[config.mk]
export PLATFORM = sky130hd
export DESIGN_NAME = mc_accum_ctrl_hs
export DESIGN_NICKNAME = d
export VERILOG_FILES = /design/src/rtl/mc_accum_ctrl_hs.sv
export SDC_FILE = /design/constraint.sdc
export NUM_CORES = 1
export LEC_CHECK = 0
export ABC_AREA = 1
export CAP_MARGIN = 15
export CELL_PAD_IN_SITES_DETAIL_PLACEMENT = 1
export CELL_PAD_IN_SITES_GLOBAL_PLACEMENT = 1
export CORE_AREA = 2 2 52 66
export DETAILED_ROUTE_END_ITERATION = 8
export DIE_AREA = 0 0 54 68
export PLACE_DENSITY = 0.8
export SETUP_SLACK_MARGIN = 0.3
export SKIP_LAST_GASP = 1
export SLEW_MARGIN = 10
export SYNTH_ARGS = -nofsm -noshare
export SYNTH_HDL_FRONTEND = slang
export SYNTH_SLANG_ARGS = --single-unit
[constraint.sdc]
create_clock -name clk -period 1.19 [get_ports clk]
set_input_delay 0.238 -clock clk [delete_from_list [all_inputs] [get_ports clk]]
set_output_delay 0.238 -clock clk [all_outputs]
set_load 0.05 [all_outputs]
[src/rtl/mc_accum_ctrl_hs.sv]
// Multi-cycle controller for the 8-bit accumulator CPU: decodes ir/czn, sequences
// fetch/operand/execute/writeback with a req/ready memory handshake, and drives all datapath enables.
module mc_accum_ctrl_hs #(
    parameter int ACC_SEL_W = 2,
    parameter bit MEM_HS    = 1'b1
) (
    input  logic                 clk,
    input  logic                 rst,
    input  logic                 start,
    input  logic [7:0]           ir,
    input  logic [2:0]           czn,
    input  logic                 mem_ready,
    output logic                 done,
    output logic                 busy,
    output logic                 halted,
    output logic                 mem_req,
    output logic                 mem_we,
    output logic                 addr_sel,
    output logic                 pc_inc,
    output logic                 pc_ld,
    output logic                 ir_we,
    output logic                 tr_we,
    output logic                 a_we,
    output logic                 b_we,
    output logic                 a_zero,
    output logic                 b_zero,
    output logic [1:0]           alu_op,
    output logic                 alu_we,
    output logic                 czn_we,
    output logic                 acc_we,
    output logic [ACC_SEL_W-1:0] acc_sel
);

    typedef enum logic [3:0] {
        S_IDLE, S_START, S_FETCH, S_DECODE, S_OPFETCH, S_LDOPS,
        S_RDREG, S_EXEC, S_WB, S_BRANCH, S_HALT
    } state_t;

    state_t state, state_nxt;

    logic       is_mem, is_reg, is_jmp, is_halt, is_sta;
    logic [1:0] mop, rop;
    logic       mem_ok, jmp_take;
    logic       unused_ir;

    assign is_mem    = ~ir[7];
    assign is_reg    = (ir[7:6] == 2'b10);
    assign is_jmp    = (ir[7:5] == 3'b110);
    assign is_halt   = (ir[7:5] == 3'b111) && ir[0];
    assign mop       = ir[6:5];
    assign rop       = ir[5:4];
    assign is_sta    = is_mem && (mop == 2'b01);
    assign unused_ir = ir[3];

    // Without the handshake every access completes in its first cycle.
    assign mem_ok = mem_ready || !MEM_HS;

    always_comb begin
        case (ir[2:1])
            2'b00:   jmp_take = 1'b1;
            2'b01:   jmp_take = czn[2];
            2'b10:   jmp_take = czn[1];
            default: jmp_take = czn[0];
        endcase
    end

    always_ff @(posedge clk or posedge rst) begin
        if (rst) state <= S_IDLE;
        else     state <= state_nxt;
    end

    always_comb begin
        state_nxt = state;
        done      = 1'b0;
        busy      = 1'b0;
        halted    = 1'b0;
        mem_req   = 1'b0;
        mem_we    = 1'b0;
        addr_sel  = 1'b0;
        pc_inc    = 1'b0;
        pc_ld     = 1'b0;
        ir_we     = 1'b0;
        tr_we     = 1'b0;
        a_we      = 1'b0;
        b_we      = 1'b0;
        a_zero    = 1'b0;
        b_zero    = 1'b0;
        alu_op    = 2'b00;
        alu_we    = 1'b0;
        czn_we    = 1'b0;
        acc_we    = 1'b0;
        acc_sel   = '0;
        case (state)
            S_IDLE: begin
                done = 1'b1;
                if (start) state_nxt = S_START;
            end
            S_START: begin
                busy = 1'b1;
                if (!start) state_nxt = S_FETCH;
            end
            S_FETCH: begin
                busy    = 1'b1;
                mem_req = 1'b1;
                if (mem_ok) begin
                    ir_we     = 1'b1;
                    pc_inc    = 1'b1;
                    state_nxt = S_DECODE;
                end
            end
            S_DECODE: begin
                busy = 1'b1;
                if (is_mem || is_jmp) state_nxt = S_OPFETCH;
                else if (is_reg)      state_nxt = S_RDREG;
                else if (is_halt)     state_nxt = S_HALT;
                else                  state_nxt = S_FETCH;
            end
            S_OPFETCH: begin
                busy    = 1'b1;
                mem_req = 1'b1;
                if (mem_ok) begin
                    tr_we     = 1'b1;
                    pc_inc    = 1'b1;
                    state_nxt = is_jmp ? S_BRANCH : S_LDOPS;
                end
            end
            S_LDOPS: begin
                busy = 1'b1;
                b_we = 1'b1;
                if (is_sta) begin
                    state_nxt = S_EXEC;
                end else begin
                    mem_req  = 1'b1;
                    addr_sel = 1'b1;
                    if (mem_ok) begin
                        a_we      = 1'b1;
                        state_nxt = S_EXEC;
                    end
                end
            end
            S_RDREG: begin
                busy      = 1'b1;
                acc_sel   = ir[ACC_SEL_W-1:0];
                a_we      = 1'b1;
                b_we      = 1'b1;
                state_nxt = S_EXEC;
            end
            S_EXEC: begin
                busy      = 1'b1;
                alu_we    = 1'b1;
                state_nxt = S_WB;
                if (is_reg) begin
                    case (rop)
                        2'b00:   b_zero = 1'b1;
                        2'b01:   czn_we = 1'b1;
                        2'b10:   begin alu_op = 2'b01; czn_we = 1'b1; end
                        default: begin alu_op = 2'b10; czn_we = 1'b1; end
                    endcase
                end else begin
                    case (mop)
                        2'b00:   begin b_zero = 1'b1; czn_we = 1'b1; end
                        2'b01:   a_zero = 1'b1;
                        2'b10:   czn_we = 1'b1;
                        default: begin alu_op = 2'b01; czn_we = 1'b1; end
                    endcase
                end
            end
            S_WB: begin
                busy = 1'b1;
                if (is_sta) begin
                    mem_req  = 1'b1;
                    mem_we   = 1'b1;
                    addr_sel = 1'b1;
                    if (mem_ok) state_nxt = S_FETCH;
                end else begin
                    acc_we    = 1'b1;
                    state_nxt = S_FETCH;
                end
            end
            S_BRANCH: begin
                busy      = 1'b1;
                pc_ld     = jmp_take;
                state_nxt = S_FETCH;
            end
            S_HALT: begin
                halted = 1'b1;
                if (start) state_nxt = S_START;
            end
            default: state_nxt = S_IDLE;
        endcase
    end

endmodule

run_1/final_clocks.png
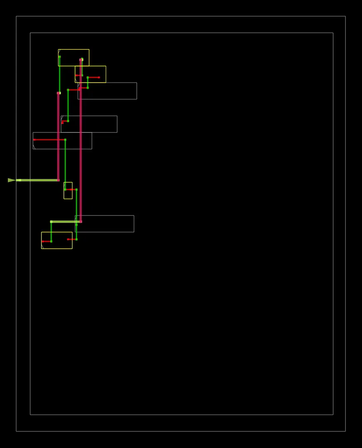
Clock net power: 0.000310 W
number of clock buffer instances in the layout: 4
insertion delay of the later-clocked pin in the worst-skew pair: 220 ps
largest clock skew in the final design: 6.52 ps

run_1/gate_families.png
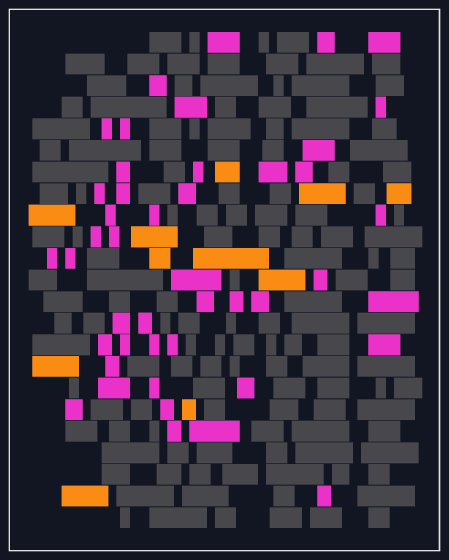
Key: orange = inverting AOI/OAI gates [cells 11]; magenta = NAND gates [cells 45]

==> run notes, run 1 <==
State of the implementation.

- The flow ran to the end, but the final reports show violations.
- The checks that failed: negative setup slack.
- The cell-internal power is 0.00216 W, for reference.
- In this run the maximum-capacitance check reported violations numbering 0.
- According to the finish report, the design has a final net count of 206.
- The final report lists the setup-violating endpoint count as 25.
- At the end of the flow the core is filled with cells to 0.635.
- In this run the number of H-tree levels came out at 1.
- The tightest hold path in the finished design has a slack of 199 ps.
- The final routed wirelength across all metal layers is 4.30 mm, for reference.
- The slack of the worst reg-to-reg path is -390 ps, for reference.
- The power report attributes to the sequential group a share of 0.067.
- The part of the total power dissipated in combinational logic is 0.864, for reference.
- The stage logs contain a warning count of 30.
- The buffer_ports step reported a buffer count of 34.
- The number of warnings printed during yosys synthesis is 0, for reference.
- The number of buffers added by the clock tree synthesis step is 3, for reference.
- The least setup slack across all paths after layout is -490 ps, for reference.
- In this run the critical path is formed by inv_2, nand2_2, nor2_4, inv_2, nor2_4, inv_2, nand3_4, buf_12.
- In this design, the critical path's most frequently occurring cell is inv_2.
- Once detailed placement completed, the half-perimeter wirelength came to 2.66 mm.
- For reference, the placement row count at floorplan is 23.
- Checking max transition, the worst relative margin is 0.802.
- The count of final max-slew check failures is 0, for reference.
- Of the total power, the share spent switching nets is 0.523.
- In this run the critical register-to-register path is launched from state[0].
- The root buffer cell chosen for the clock tree is clkbuf_8.
- The number of standard cells after synthesis is 110, for reference.
run_1/metal_stack.png
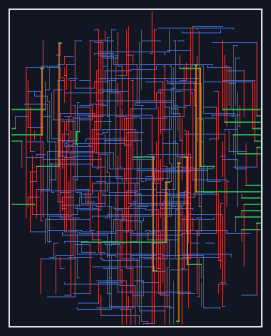
Key: red = met2 [wire length 2590 um]; orange = met4 [wire length 184 um]; blue = met1 [wire length 1400 um]; green = met3 [wire length 134 um]

run 1: worst max-delay path by stage:
stage | startpoint | endpoint | slack (ps)
after detailed placement | ir[6] | state[1] | -620
after global routing | state[0] | ir_we | -550
after floorplan | state[2] | czn_we | -400
final | state[0] | mem_req | -490
after CTS | state[3] | alu_op[1] | -520
after global placement | ir[6] | state[3] | -510
run 1: power by group through the flow:
stage	clock network (W)	registers, W	logic, W
after floorplan	0	0.000319	0.00165
after global placement	0	0.000282	0.00296
after detailed placement	0	0.000291	0.00305
after CTS	0.000318	0.000287	0.00356
after global routing	0.000319	0.000319	0.00413
final	0.000310	0.000305	0.00391
run 1: metal layers:
| metal | track usage | share of wire | wire length, um | vias up |
|---|---|---|---|---|
| met5 | 0 | 0 | 0 | - |
| met1 | 0.212 | 0.33 | 1400 | 526 |
| met2 | 0.494 | 0.60 | 2590 | 35 |
| met3 | 0.0240 | 0.031 | 133 | 16 |
| li1 | - | - | - | 515 |
| met4 | 0.159 | 0.043 | 183 | 0 |
run 1: through the flow:
stage               worst slack (ps)  instances
finish                          -490        227
global route                    -554        227
CTS                             -517        222
detailed placement              -619        207
global placement                -511        207
floorplan                       -402        110
run 1: worst max-delay path, delay by kind of cell, from the launching register on:
kind                   cells  cell delay (ps)
flip-flops                 1              430
AND/OR/NAND/NOR            4              400
buffers and inverters      4              370
run 1: area by class of cell:
class	instances	area share
Clock buffer	4	0.0228
Inverter	20	0.0437
Multi-Input combinational cell	86	0.392
Sequential cell	4	0.0526
Tap cell	37	0.0234
Timing Repair Buffer	76	0.466
run 1: cells by family (layout without fill, tap and decap cells):
kind of cell,count (synthesis),count (layout),synth area share
buffers and inverters,20,100,0.130
DFF,4,4,0.173
AOI/OAI and AO/OA,11,11,0.119
and+or+nand+nor,75,75,0.578
run 1: cell usage in the layout (no fill, tap or decap), drive strengths merged:
master / netlist / layout
a21oi: 5 / 5
o21ai: 4 / 4
dfrtp: 4 / 4
nor4: 1 / 1
nor3: 4 / 4
dlygate4sd2: 0 / 4
buf: 0 / 63
clkinvlp: 0 / 1
nand4: 1 / 1
clkbuf: 0 / 4
nand2: 30 / 30
nor2: 25 / 25
nand3: 14 / 14
o211ai: 1 / 1
a311oi: 1 / 1
dlymetal6s2s: 0 / 2
inv: 20 / 19
clkdlybuf4s50: 0 / 7
run 1: what timing repair did:
| item | in CTS | in global routing |
|---|---|---|
| endpoints found under the setup margin | 25 | 25 |
| setup buffers | 11 | 5 |
| gates resized | 46 | 19 |
| pin swaps | 17 | 12 |
run_1/port_nets.png
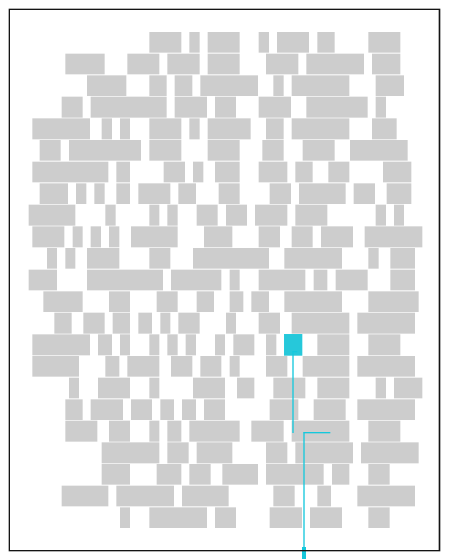

==> run 2, diff against run 1 <==
--- a/config.mk
+++ b/config.mk
@@ -9,10 +9,10 @@
 export CAP_MARGIN = 15
 export CELL_PAD_IN_SITES_DETAIL_PLACEMENT = 1
 export CELL_PAD_IN_SITES_GLOBAL_PLACEMENT = 1
-export CORE_AREA = 2 2 52 66
+export CORE_AREA = 2 2 55 62
 export DETAILED_ROUTE_END_ITERATION = 8
-export DIE_AREA = 0 0 54 68
-export PLACE_DENSITY = 0.8
+export DIE_AREA = 0 0 57 64
+export PLACE_DENSITY = 0.81
 export SETUP_SLACK_MARGIN = 0.3
 export SKIP_LAST_GASP = 1
 export SLEW_MARGIN = 10
run_2/port_nets.png
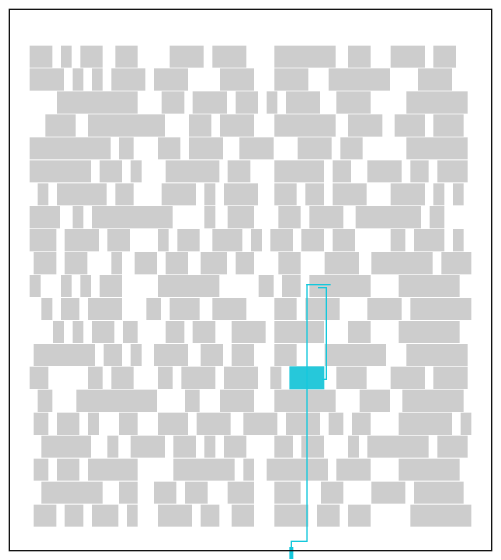
Key: cyan = a_zero [bits 1, direction output, end cells 1, buffers 1, wire 48.0 um]

run_2/metal_stack.png
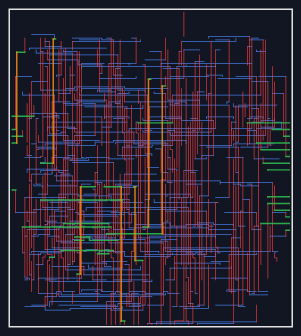
Key: green = met3 [wire length 167 um]; red = met2 [wire length 2760 um]; orange = met4 [wire length 163 um]; blue = met1 [wire length 1840 um]

==> run 2 against run 1 <==
  * The run still ends with negative setup slack left
  * Critical path type unchanged
  * Largest cell class unchanged
  * Area after synthesis unchanged
  * First-iteration DRC count grew to 3.0 times the previous value
  * Worst setup slack lost 84 ps
  * Die area is 0.65% lower
==> run notes, run 2 <==
State of the implementation.

- The number of iterations in the first detailed-routing pass is 4, for reference.
- The fraction of synthesized area in multiplexers is 0, for reference.
- The mapped netlist covers 578 um^2.
- The routed design uses 2.76 mm of met2 wire.
- The endpoint of the lowest-slack register-to-register path is state[1], for reference.
- The count of cell types in the netlist is 19, for reference.
- The most critical setup path has its startpoint at state[2].
- The cell-mix breakdown from Yosys lists the XOR/XNOR area share as 0.
- The count of final max-slew check failures is 0, for reference.
- The final layout net count is 221, for reference.
- After technology mapping, the gate count stands at 110.
- The most common logic cells in the final layout are buf_4, buf_12, nor2_4.
- The skew report gives the latency at the later pin of the worst-skew pair as 250 ps.
- The least setup slack across all paths after layout is -573 ps, for reference.
- The checks that failed: negative setup slack.
- Among all flip-flop cells after synthesis, the most frequent one is dfrtp_1.
- In the synthesized netlist, the dominant kind of combinational cell is simple AND/OR/NAND/NOR gates.
- CTS added clock buffers totalling 3.
- Row generation in the floorplan step produced 21 rows.
- The reported max-cap violation count is 0, for reference.
- Setup repair after global routing could not meet its margin everywhere.
- From left edge to right edge, the die measures 57 um.
- The highest metal layer with signal wires is met4, for reference.
- The slack of the worst reg-to-reg path is -520 ps, for reference.
- The final routed wirelength across all metal layers is 4.93 mm, for reference.
- Per the synthesis report, the simple-gate share of the synthesized area is 0.578.
- Relative to the synthesized area, the layout overhead comes to 262%.
- For this run, the number of Yosys warnings is 0.
- After detailed routing, the wire length on met1 is 1.84 mm.
- During placement, the flow inserted port buffers numbering 34.
- Per the cell usage report, the commonest logic cell in the layout is buf_4.
- The area share of and-or/or-and cells after synthesis is 0.119, for reference.
- CTS built an H-tree with a depth of 1.
- The report puts the cell count of the worst reg-to-reg path at 11.
- Of the post-synthesis cell area, the dominant cell type holds 0.173.
- Note, the detailed placer reported a final HPWL of 2.76 mm.
- The worst pin sits at a relative slew slack of 0.762.
- Endpoints with negative setup slack in the final report add up to 25.
- The biggest area contributor in the post-synthesis netlist is dfrtp_1.
- The core area is 0.00300 mm^2, for reference.
- The launch instance of the worst register-to-register path is state[3], for reference.
- The worst clock skew is 13.4 ps, for reference.
- The routed design uses 166 um of met3 wire.
- The flow ran to the end, but the final reports show violations.
- The quantity of hold-fixing buffers added after cts is 0, for reference.
- The root cell of the clock tree is clkbuf_4, for reference.
- The via count of the first global-routing pass is 1312, for reference.
- The area share of fa/ha/maj cells after synthesis is 0, for reference.
- Per Yosys stat, the portion of area used by sequential elements is 0.173.
- Following the worst setup path forward leads to its endpoint at czn_we.
-- run 2: per-layer routing --
layer | up-vias | global-route usage
met4 | 0 | 0.0727
li1 | 539 | -
met3 | 14 | 0.0121
met2 | 50 | 0.497
met5 | - | 0
met1 | 576 | 0.247
-- run 2: worst max-delay path: stages (launching register included) --
cell and delay, ps:
dfrtp_1 400, inv_2 100, nor2_4 140, nand3_4 110, a311oi_4 340, buf_12 190
-- run 2: logic make-up after synthesis --
logic type / count (synthesis)
DFF: 4
and+or+nand+nor: 75
buffers and inverters: 20
AOI/OAI and AO/OA: 11
-- run 2: layout make-up --
| type | count | area [um^2] | area share |
|---|---|---|---|
| repair buffers | 91 | 1050 | 0.501 |
| clock buffers | 4 | 26.3 | 0.0126 |
| well taps | 34 | 42.5 | 0.0203 |
| inverters | 20 | 96.3 | 0.0461 |
| multi-input cells | 86 | 776 | 0.371 |
| flip-flops and latches | 4 | 104 | 0.0496 |
-- run 2: worst min path at each step --
stage	to	depth (start not counted)	start	slack [ps]
6_report	state[3]	2	rst	180
3_3_place_gp	state[2]	2	rst	420
5_1_grt	state[0]	2	rst	210
4_1_cts	state[3]	2	rst	170
2_1_floorplan	state[2]	1	rst	4
3_5_place_dp	state[2]	2	rst	430
-- run 2: power by group --
group          switching [W]  leakage, nW  internal [W]
clock network      0.0000741       0.0150      0.000127
logic                0.00242        0.869       0.00206
registers           0.000131       0.0472      0.000211
-- run 2: repair_timing --
item / CTS / global route
pin swaps: 16 / 16
setup endpoints to repair: 25 / 25
resized: 52 / 19
cloned: 0 / 0
setup buffers: 19 / 10
endpoints found under the hold margin: 0 / 0
-- run 2: through the flow --
step	util	setup slack [ps]	power (W)	std cells	hold WS [ps]
after detailed placement	0.531	-665	0.00342	206	432
final	0.698	-573	0.00502	239	183
after CTS	0.652	-550	0.00450	229	170
after global routing	0.698	-609	0.00524	239	212
after floorplan	-	-402	0.00197	110	3.88
after global placement	0.531	-516	0.00329	206	421
No activity file was given, so power comes from the tool's default toggle rates.
